**src/rtl/axi_lite_pkg.sv**
```systemverilog
// Shared AXI4-Lite types and the byte-strobe merge helper for the register slave.
package axi_lite_pkg;

    typedef enum logic [1:0] {
        OKAY   = 2'b00,
        EXOKAY = 2'b01,
        SLVERR = 2'b10,
        DECERR = 2'b11
    } resp_t;

    typedef enum logic [1:0] {
        W_IDLE,
        W_HAVE_AW,
        W_HAVE_W,
        W_RESP
    } wr_state_t;

    typedef enum logic {
        R_IDLE,
        R_RESP
    } rd_state_t;

    localparam int MAX_DATA_W = 64;
    localparam int MAX_STRB_W = MAX_DATA_W / 8;

    // Sized for the widest supported bus; callers zero-extend and truncate.
    function automatic logic [MAX_DATA_W-1:0] apply_wstrb(
        input logic [MAX_DATA_W-1:0] old_data,
        input logic [MAX_DATA_W-1:0] new_data,
        input logic [MAX_STRB_W-1:0] strb
    );
        logic [MAX_DATA_W-1:0] merged;
        for (int i = 0; i < MAX_STRB_W; i++) begin
            merged[i*8 +: 8] = strb[i] ? new_data[i*8 +: 8] : old_data[i*8 +: 8];
        end
        return merged;
    endfunction

endpackage

```
**src/rtl/axi_lite_addr_check.sv**
```systemverilog
// Combinational address decode: register index plus OKAY/SLVERR/DECERR verdict.
// Macro AXI_LITE_REG_SLAVE_PROT_CHECK_EN enables the non-secure access check.
module axi_lite_addr_check
    import axi_lite_pkg::*;
#(
    parameter int                ADDR_WIDTH  = 32,
    parameter int                DATA_WIDTH  = 32,
    parameter int                N_REGS      = 16,
    parameter logic [N_REGS-1:0] RO_MASK     = '0,
    parameter logic [N_REGS-1:0] SECURE_MASK = '0
) (
    input  logic [ADDR_WIDTH-1:0]     addr,
    input  logic [2:0]                prot,
    input  logic                      is_write,
    output logic [$clog2(N_REGS)-1:0] idx,
    output resp_t                     resp
);
    localparam int IDX_W  = $clog2(N_REGS);
    localparam int BYTE_W = $clog2(DATA_WIDTH / 8);
    localparam int TOP    = BYTE_W + IDX_W;

    logic [ADDR_WIDTH-1:0] upper;

    assign idx   = addr[TOP-1:BYTE_W];
    assign upper = addr >> TOP;

    // DECERR outranks SLVERR, so the decode test comes first.
    always_comb begin
        resp = OKAY;
        if (|upper) begin
            resp = DECERR;
        end else if (is_write && RO_MASK[idx]) begin
            resp = SLVERR;
        end
`ifdef AXI_LITE_REG_SLAVE_PROT_CHECK_EN
        else if (prot[1] && SECURE_MASK[idx]) begin
            resp = SLVERR;
        end
`endif
    end

`ifdef AXI_LITE_REG_SLAVE_PROT_CHECK_EN
    logic unused_prot;
    assign unused_prot = ^{prot[2], prot[0]};
`else
    logic unused_prot;
    assign unused_prot = ^prot;
`endif

endmodule

```
**src/rtl/axi_lite_reg_slave.sv**
```systemverilog
// AXI4-Lite register bank slave with independent write and read FSMs.
// Macro AXI_LITE_REG_SLAVE_PROT_CHECK_EN enables secure-register protection checks.
module axi_lite_reg_slave
    import axi_lite_pkg::*;
#(
    parameter int                    DATA_WIDTH  = 32,
    parameter int                    ADDR_WIDTH  = 32,
    parameter int                    N_REGS      = 16,
    parameter logic [N_REGS-1:0]     RO_MASK     = '0,
    parameter logic [N_REGS-1:0]     SECURE_MASK = '0,
    parameter logic [DATA_WIDTH-1:0] RESET_VALUE = '0
) (
    input  logic                         aclk,
    input  logic                         aresetn,
    input  logic [ADDR_WIDTH-1:0]        s_awaddr_i,
    input  logic [2:0]                   s_awprot_i,
    input  logic                         s_awvalid_i,
    output logic                         s_awready_o,
    input  logic [DATA_WIDTH-1:0]        s_wdata_i,
    input  logic [DATA_WIDTH/8-1:0]      s_wstrb_i,
    input  logic                         s_wvalid_i,
    output logic                         s_wready_o,
    output logic [1:0]                   s_bresp_o,
    output logic                         s_bvalid_o,
    input  logic                         s_bready_i,
    input  logic [ADDR_WIDTH-1:0]        s_araddr_i,
    input  logic [2:0]                   s_arprot_i,
    input  logic                         s_arvalid_i,
    output logic                         s_arready_o,
    output logic [DATA_WIDTH-1:0]        s_rdata_o,
    output logic [1:0]                   s_rresp_o,
    output logic                         s_rvalid_o,
    input  logic                         s_rready_i,
    input  logic [N_REGS*DATA_WIDTH-1:0] hw_rdata_i,
    output logic [N_REGS*DATA_WIDTH-1:0] reg_o,
    output logic [N_REGS-1:0]            wr_pulse_o
);
    localparam int STRB_W = DATA_WIDTH / 8;
    localparam int IDX_W  = $clog2(N_REGS);

    wr_state_t             wr_state;
    rd_state_t             rd_state;
    logic [DATA_WIDTH-1:0] regs [N_REGS];

    logic [ADDR_WIDTH-1:0] aw_addr_q;
    logic [2:0]            aw_prot_q;
    logic [DATA_WIDTH-1:0] w_data_q;
    logic [STRB_W-1:0]     w_strb_q;

    logic                  aw_hs, w_hs, ar_hs, commit;
    logic [ADDR_WIDTH-1:0] wr_addr;
    logic [2:0]            wr_prot;
    logic [DATA_WIDTH-1:0] wr_data;
    logic [STRB_W-1:0]     wr_strb;
    logic [IDX_W-1:0]      wr_idx, rd_idx;
    resp_t                 wr_resp, rd_resp;
    logic [DATA_WIDTH-1:0] rd_value;

    assign aw_hs = s_awvalid_i & s_awready_o;
    assign w_hs  = s_wvalid_i & s_wready_o;
    assign ar_hs = s_arvalid_i & s_arready_o;

    // Whichever half arrived earlier comes from its latch, the other straight off the bus.
    assign wr_addr = (wr_state == W_HAVE_AW) ? aw_addr_q : s_awaddr_i;
    assign wr_prot = (wr_state == W_HAVE_AW) ? aw_prot_q : s_awprot_i;
    assign wr_data = (wr_state == W_HAVE_W) ? w_data_q : s_wdata_i;
    assign wr_strb = (wr_state == W_HAVE_W) ? w_strb_q : s_wstrb_i;
    assign commit  = (aw_hs | (wr_state == W_HAVE_AW)) & (w_hs | (wr_state == W_HAVE_W));

    axi_lite_addr_check #(
        .ADDR_WIDTH (ADDR_WIDTH),
        .DATA_WIDTH (DATA_WIDTH),
        .N_REGS     (N_REGS),
        .RO_MASK    (RO_MASK),
        .SECURE_MASK(SECURE_MASK)
    ) u_wr_check (
        .addr    (wr_addr),
        .prot    (wr_prot),
        .is_write(1'b1),
        .idx     (wr_idx),
        .resp    (wr_resp)
    );

    axi_lite_addr_check #(
        .ADDR_WIDTH (ADDR_WIDTH),
        .DATA_WIDTH (DATA_WIDTH),
        .N_REGS     (N_REGS),
        .RO_MASK    (RO_MASK),
        .SECURE_MASK(SECURE_MASK)
    ) u_rd_check (
        .addr    (s_araddr_i),
        .prot    (s_arprot_i),
        .is_write(1'b0),
        .idx     (rd_idx),
        .resp    (rd_resp)
    );

    always_ff @(posedge aclk) begin
        if (aw_hs) begin
            aw_addr_q <= s_awaddr_i;
            aw_prot_q <= s_awprot_i;
        end
        if (w_hs) begin
            w_data_q <= s_wdata_i;
            w_strb_q <= s_wstrb_i;
        end
    end

    always_ff @(posedge aclk or negedge aresetn) begin
        if (!aresetn) begin
            wr_state    <= W_IDLE;
            s_awready_o <= 1'b1;
            s_wready_o  <= 1'b1;
            s_bvalid_o  <= 1'b0;
            s_bresp_o   <= OKAY;
            wr_pulse_o  <= '0;
        end else begin
            wr_pulse_o <= '0;
            if (commit) begin
                wr_state    <= W_RESP;
                s_awready_o <= 1'b0;
                s_wready_o  <= 1'b0;
                s_bvalid_o  <= 1'b1;
                s_bresp_o   <= wr_resp;
                if (wr_resp == OKAY) begin
                    wr_pulse_o <= N_REGS'(1) << wr_idx;
                end
            end else begin
                case (wr_state)
                    W_IDLE: begin
                        if (aw_hs) begin
                            wr_state    <= W_HAVE_AW;
                            s_awready_o <= 1'b0;
                        end else if (w_hs) begin
                            wr_state   <= W_HAVE_W;
                            s_wready_o <= 1'b0;
                        end
                    end
                    W_RESP: begin
                        if (s_bready_i) begin
                            wr_state    <= W_IDLE;
                            s_awready_o <= 1'b1;
                            s_wready_o  <= 1'b1;
                            s_bvalid_o  <= 1'b0;
                        end
                    end
                    default: ;
                endcase
            end
        end
    end

    always_ff @(posedge aclk or negedge aresetn) begin
        if (!aresetn) begin
            for (int i = 0; i < N_REGS; i++) begin
                regs[i] <= RESET_VALUE;
            end
        end else if (commit && (wr_resp == OKAY)) begin
            regs[wr_idx] <= DATA_WIDTH'(apply_wstrb(MAX_DATA_W'(regs[wr_idx]),
                                                    MAX_DATA_W'(wr_data),
                                                    MAX_STRB_W'(wr_strb)));
        end
    end

    // Non-blocking update of regs means a same-edge write is not yet visible here.
    assign rd_value = RO_MASK[rd_idx] ? hw_rdata_i[rd_idx*DATA_WIDTH +: DATA_WIDTH] : regs[rd_idx];

    always_ff @(posedge aclk or negedge aresetn) begin
        if (!aresetn) begin
            rd_state    <= R_IDLE;
            s_arready_o <= 1'b1;
            s_rvalid_o  <= 1'b0;
            s_rresp_o   <= OKAY;
            s_rdata_o   <= '0;
        end else begin
            case (rd_state)
                R_IDLE: begin
                    if (ar_hs) begin
                        rd_state    <= R_RESP;
                        s_arready_o <= 1'b0;
                        s_rvalid_o  <= 1'b1;
                        s_rresp_o   <= rd_resp;
                        s_rdata_o   <= (rd_resp == OKAY) ? rd_value : '0;
                    end
                end
                R_RESP: begin
                    if (s_rready_i) begin
                        rd_state    <= R_IDLE;
                        s_arready_o <= 1'b1;
                        s_rvalid_o  <= 1'b0;
                    end
                end
                default: ;
            endcase
        end
    end

    for (genvar i = 0; i < N_REGS; i++) begin : g_reg_out
        assign reg_o[i*DATA_WIDTH +: DATA_WIDTH] =
            RO_MASK[i] ? hw_rdata_i[i*DATA_WIDTH +: DATA_WIDTH] : regs[i];
    end

endmodule

```
**config.mk**
```make
export PLATFORM = sky130hd
export DESIGN_NAME = axi_lite_reg_slave
export DESIGN_NICKNAME = d
export VERILOG_FILES = /design/src/rtl/axi_lite_pkg.sv /design/src/rtl/axi_lite_addr_check.sv /design/src/rtl/axi_lite_reg_slave.sv
export SDC_FILE = /design/constraint.sdc
export NUM_CORES = 1
export LEC_CHECK = 0
export CAP_MARGIN = 20
export CORE_AREA = 2 2 471 473
export CTS_BUF_LIST = sky130_fd_sc_hd__clkbuf_2 sky130_fd_sc_hd__clkbuf_4 sky130_fd_sc_hd__clkbuf_8
export DETAILED_ROUTE_END_ITERATION = 12
export DIE_AREA = 0 0 473 475
export DONT_BUFFER_PORTS = 1
export SYNTH_ARGS = -nofsm -noshare
export SYNTH_HDL_FRONTEND = slang
export SYNTH_SLANG_ARGS = --single-unit
```
**constraint.sdc**
```tcl
create_clock -name aclk -period 4.65 [get_ports aclk]
set_input_delay 1.395 -clock aclk [delete_from_list [all_inputs] [get_ports aclk]]
set_output_delay 1.395 -clock aclk [all_outputs]
set_load 0.005 [all_outputs]
```
**I/O nets highlighted**

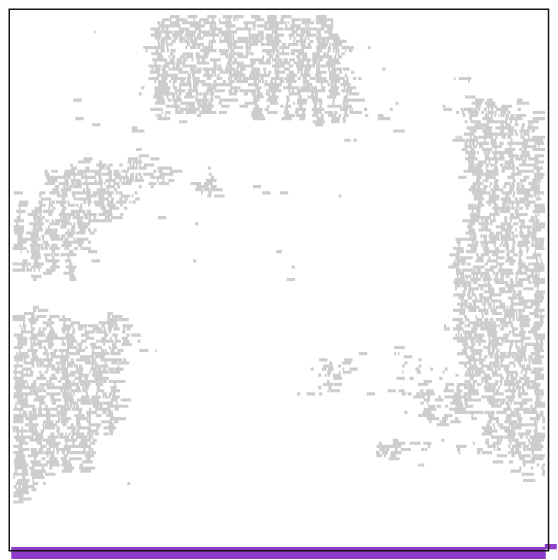
color	port	direction	end cells	buffers
purple	hw_rdata_i	input	0	0
IO Pins: 1194
Port Buffers: 0

**Wiring by layer**

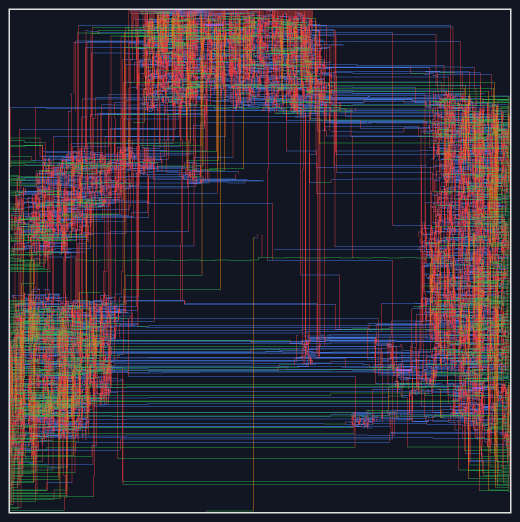
color	layer	wire length
purple	met5	36.8 µm
red	met2	83.0 mm
green	met3	29.4 mm
blue	met1	77.2 mm
orange	met4	11100 µm
DR vias: 30445
per-cell routed wire length: 32.1 µm
Routed WL: 201000 µm

==> summary.txt <==
run results: GPL Wtd Cong=0.897, pin count of the biggest net entering global routing=173, H-tree depth=3, EDFF count, synth=66, relative slew slack=25.9%, Root Buffer=clkbuf_8, core area=219000 µm², FF-to-FF path depth=8, Via density=4.87, Internal=0.00911 W, Total Routing Usage GR=17.2%, cycle use final=88.3%, yosys adder share=0%, mux share=25.6%, hold buffers post-CTS=0, status=finished clean, drt first-iter violations=3773, die x size=473 µm, Peak Freq=0.244 GHz, Mean Syn Cell Area=11.2 µm², Async S/R FF share, synth=89.6%, # nets final=3873, Rows=172, CTS tree=done, Yosys Warn Count=0, Syn Inst Count=3063, initial antenna violation count=28, CP endpoint kind=flop, Flop pwr share=45.8%, flops & latches, synth=636, Top non-seq family=multiplexers, setup bufs post-CTS=0, crit-path max FO=76, Yosys top cell area share=41.4%, startpoint types=flop, Power per Cell Area=290 nW/µm², crit path DAT=4.87 ns, Static Leak=20.7 nW, GRT overflow=0, Data required, critical path=5.42 ns, vias in the first global route=29974, VDD IR max=280 µV, yosys cell count=3063, NetSw=0.00331 W, Initial Util=15.6%, Setup-failing EPs final=0, Detailed Place HPWL=150000 µm, die height=475 µm, Yosys cell types=45, combinational share of power=5.4%, RSZ-0062 raised after global routing=no, Hold Fails Final Rpt=0, die area=225000 µm², Synth Area in Compound Gates=14.1%, Layout Area Growth over Synthesis=25.1%, layout cells sized above 1=23.6%, synthesized cell area=34200 µm², crit path time final=4.10 ns, tool warning count=568, Worst-path clk slew=0.06 ns, Core Util, Final=19.6%, # Max-Cap Violations=0, top_reg_cell synth=dfrtp_1, Least-Margin Pin Slew=1.11 ns, post-cts sizing count=0, first-pass GRT wire length=266000 µm, Final Slew Violations=0, FF/Latch Area=16200 µm², sum of negative setup slack=0 ns, crit-path cells=nand2b_2 > mux2_8 > buf_4 > a22oi_1 > a21oi_1 > nor3_1 > buf_4 > a21oi_1, Clock Tree Buf Depth=3, CP max stage delay=0.82 ns, post-route ant nets=0, worst hold path class=in2async, kind of critical path=reg2reg, chip area in the Yosys report=34200 µm², simple-gate area share of the yosys netlist=8.10%, CP max stage cell=mux2_8, sequential area share after synthesis=47.4%, XOR/XNOR share of the synthesized area=0%, DR DRC count=0, Sw Ratio=26.6%, Post-synth area hogs=dfrtp_1 41%, mux2i_1 15%, mux4_2 11%, a21oi_1 7.5%, edfxtp_1 5.8%, cell type with the largest total area=dfrtp_1, logic area=16600 µm², filler cell count in the final layout=23904, Synthesized Nets=3688, DR pass1 iterations=6
**Clock wires, drivers and flops**

Bar = 100 µm.
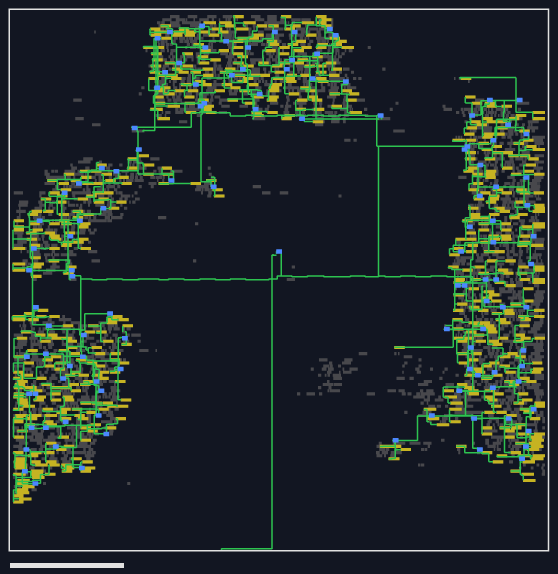
[blue] cells driving clock nets | count: 115
[yellow] flip-flops | count: 636
[green] clock wires | length: 10500 µm
flops lie	all over the die
Final Skew: 0.0785 ns
Clock power frac: 48.8%
Late-Pin Clk Latency: 0.90 ns
clk pwr: 0.00607 W

**Clock nets**

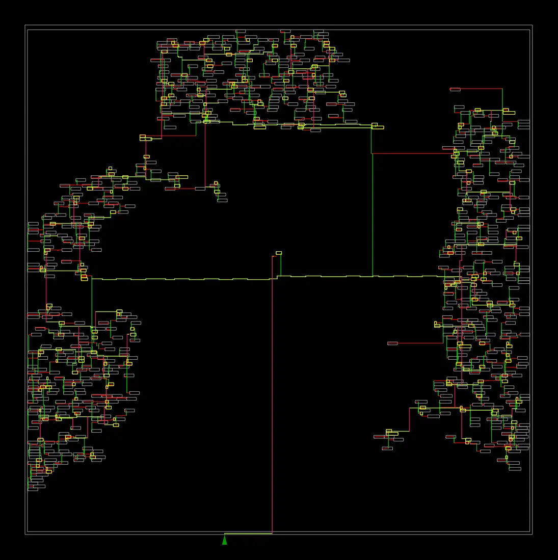
clkbuf count: 174
Clock Sinks: 636
total CTS buffers: 115
flip-flops: 636

## area by class of cell
cell class	count	share of cell area, %
Multi-Input combinational cell	2096	38.7
Inverter	40	0.350
Clock inverter	41	1.01
Clock buffer	174	5.09
Antenna cell	38	0.222
Sequential cell	636	37.9
Timing Repair Buffer	359	8.30
Tap cell	2871	8.38
## metrics by stage
| step | total power (W) | hold WS, ns | std cells | area [µm²] | worst slack [ns] |
|---|---|---|---|---|---|
| after global routing | 0.0128 | 0.0895 | 6223 | 42800 | 0.400 |
| after floorplan | 0.00610 | 0.437 | 3063 | 34200 | 0.793 |
| final | 0.0124 | 0.207 | 6255 | 42800 | 0.546 |
| after global placement | 0.00645 | 0.463 | 5998 | 40100 | 0.0673 |
| after detailed placement | 0.00646 | 0.462 | 6002 | 40100 | 0.145 |
| after CTS | 0.0125 | 0.0700 | 6217 | 42700 | 0.576 |
## routing by layer
layer / wire (µm) / GRT usage, %
met5: 36 / 0
met4: 11100 / 9.22
met3: 29400 / 8.15
met2: 83000 / 24.5
met1: 77200 / 21.2
## worst max-delay path: cells and delay by family (launching register included)
family	cells	cell delay [ns]
AND-OR/OR-AND	3	0.84
buffers and inverters	2	0.53
flip-flops	1	0.73
multiplexers	1	0.82
AND/OR/NAND/NOR	2	0.87
## cells in the final DEF (no fill, tap or decap), types with 40 or more instances in the layout
cell / instances
dfrtp_1: 567
a21oi_1: 514
mux2i_1: 513
buf_4: 291
a22oi_1: 256
nor2_1: 182
nor3_1: 176
mux4_2: 160
clkbuf_8: 140
nand2_1: 112
edfxtp_1: 66
buf_12: 62
inv_1: 40
## worst paths after layout
path,from,to,slack [ns]
min in group aclk,rd_state,s_rvalid_o,0.48
max,wr_state[1],reg_o[13],0.55
min reg2reg,rd_state,s_rvalid_o,0.48
max in group asynchronous,aresetn,reg_o[253],2.31
min,aresetn,reg_o[408],0.21
max reg2reg,wr_state[1],reg_o[13],0.55
## flip-flops by register name (all words and copies together) (netlist names)
register / cells
wr_state: 2
s_arready_o: 1
s_rdata_o: 32
w_strb_q: 4
s_awready_o: 1
reg_o: 512
s_wready_o: 1
w_data_q: 32
rd_state: 1
s_rresp_o: 1
wr_pulse_o: 16
s_bvalid_o: 1
s_rvalid_o: 1
s_bresp_o: 1
aw_addr_q: 30
## logic make-up (layout without fill, tap and decap cells)
group,Yosys count,count (layout)
compound gates,826,826
flops,636,636
buf+inv,331,614
other cells,0,38
mux,677,677
simple gates,593,593
## synthesized netlist by cell type, types with 6 or more instances
master	n
a31oi_1	6
nor2_1	182
nor2_2	29
a22oi_1	256
o21ai_0	39
mux4_2	160
dfrtp_1	567
clkbuf_1	101
mux2i_1	515
inv_1	40
a21oi_1	514
buf_2	140
buf_4	31
nand3_1	36
edfxtp_1	66
nand2_1	116
buf_6	11
nand4_1	14
nor4_1	17
buf_1	8
nor3_1	176
## power groups by stage
stage	sequential, W	clock (W)	combinational [W]
2_1_floorplan	0.00575	0	0.000347
3_3_place_gp	0.00580	0	0.000656
3_5_place_dp	0.00580	0	0.000663
4_1_cts	0.00570	0.00616	0.000665
5_1_grt	0.00571	0.00639	0.000701
6_report	0.00569	0.00607	0.000669
Power figures rest on the tool's default switching activity, not on a simulated workload.
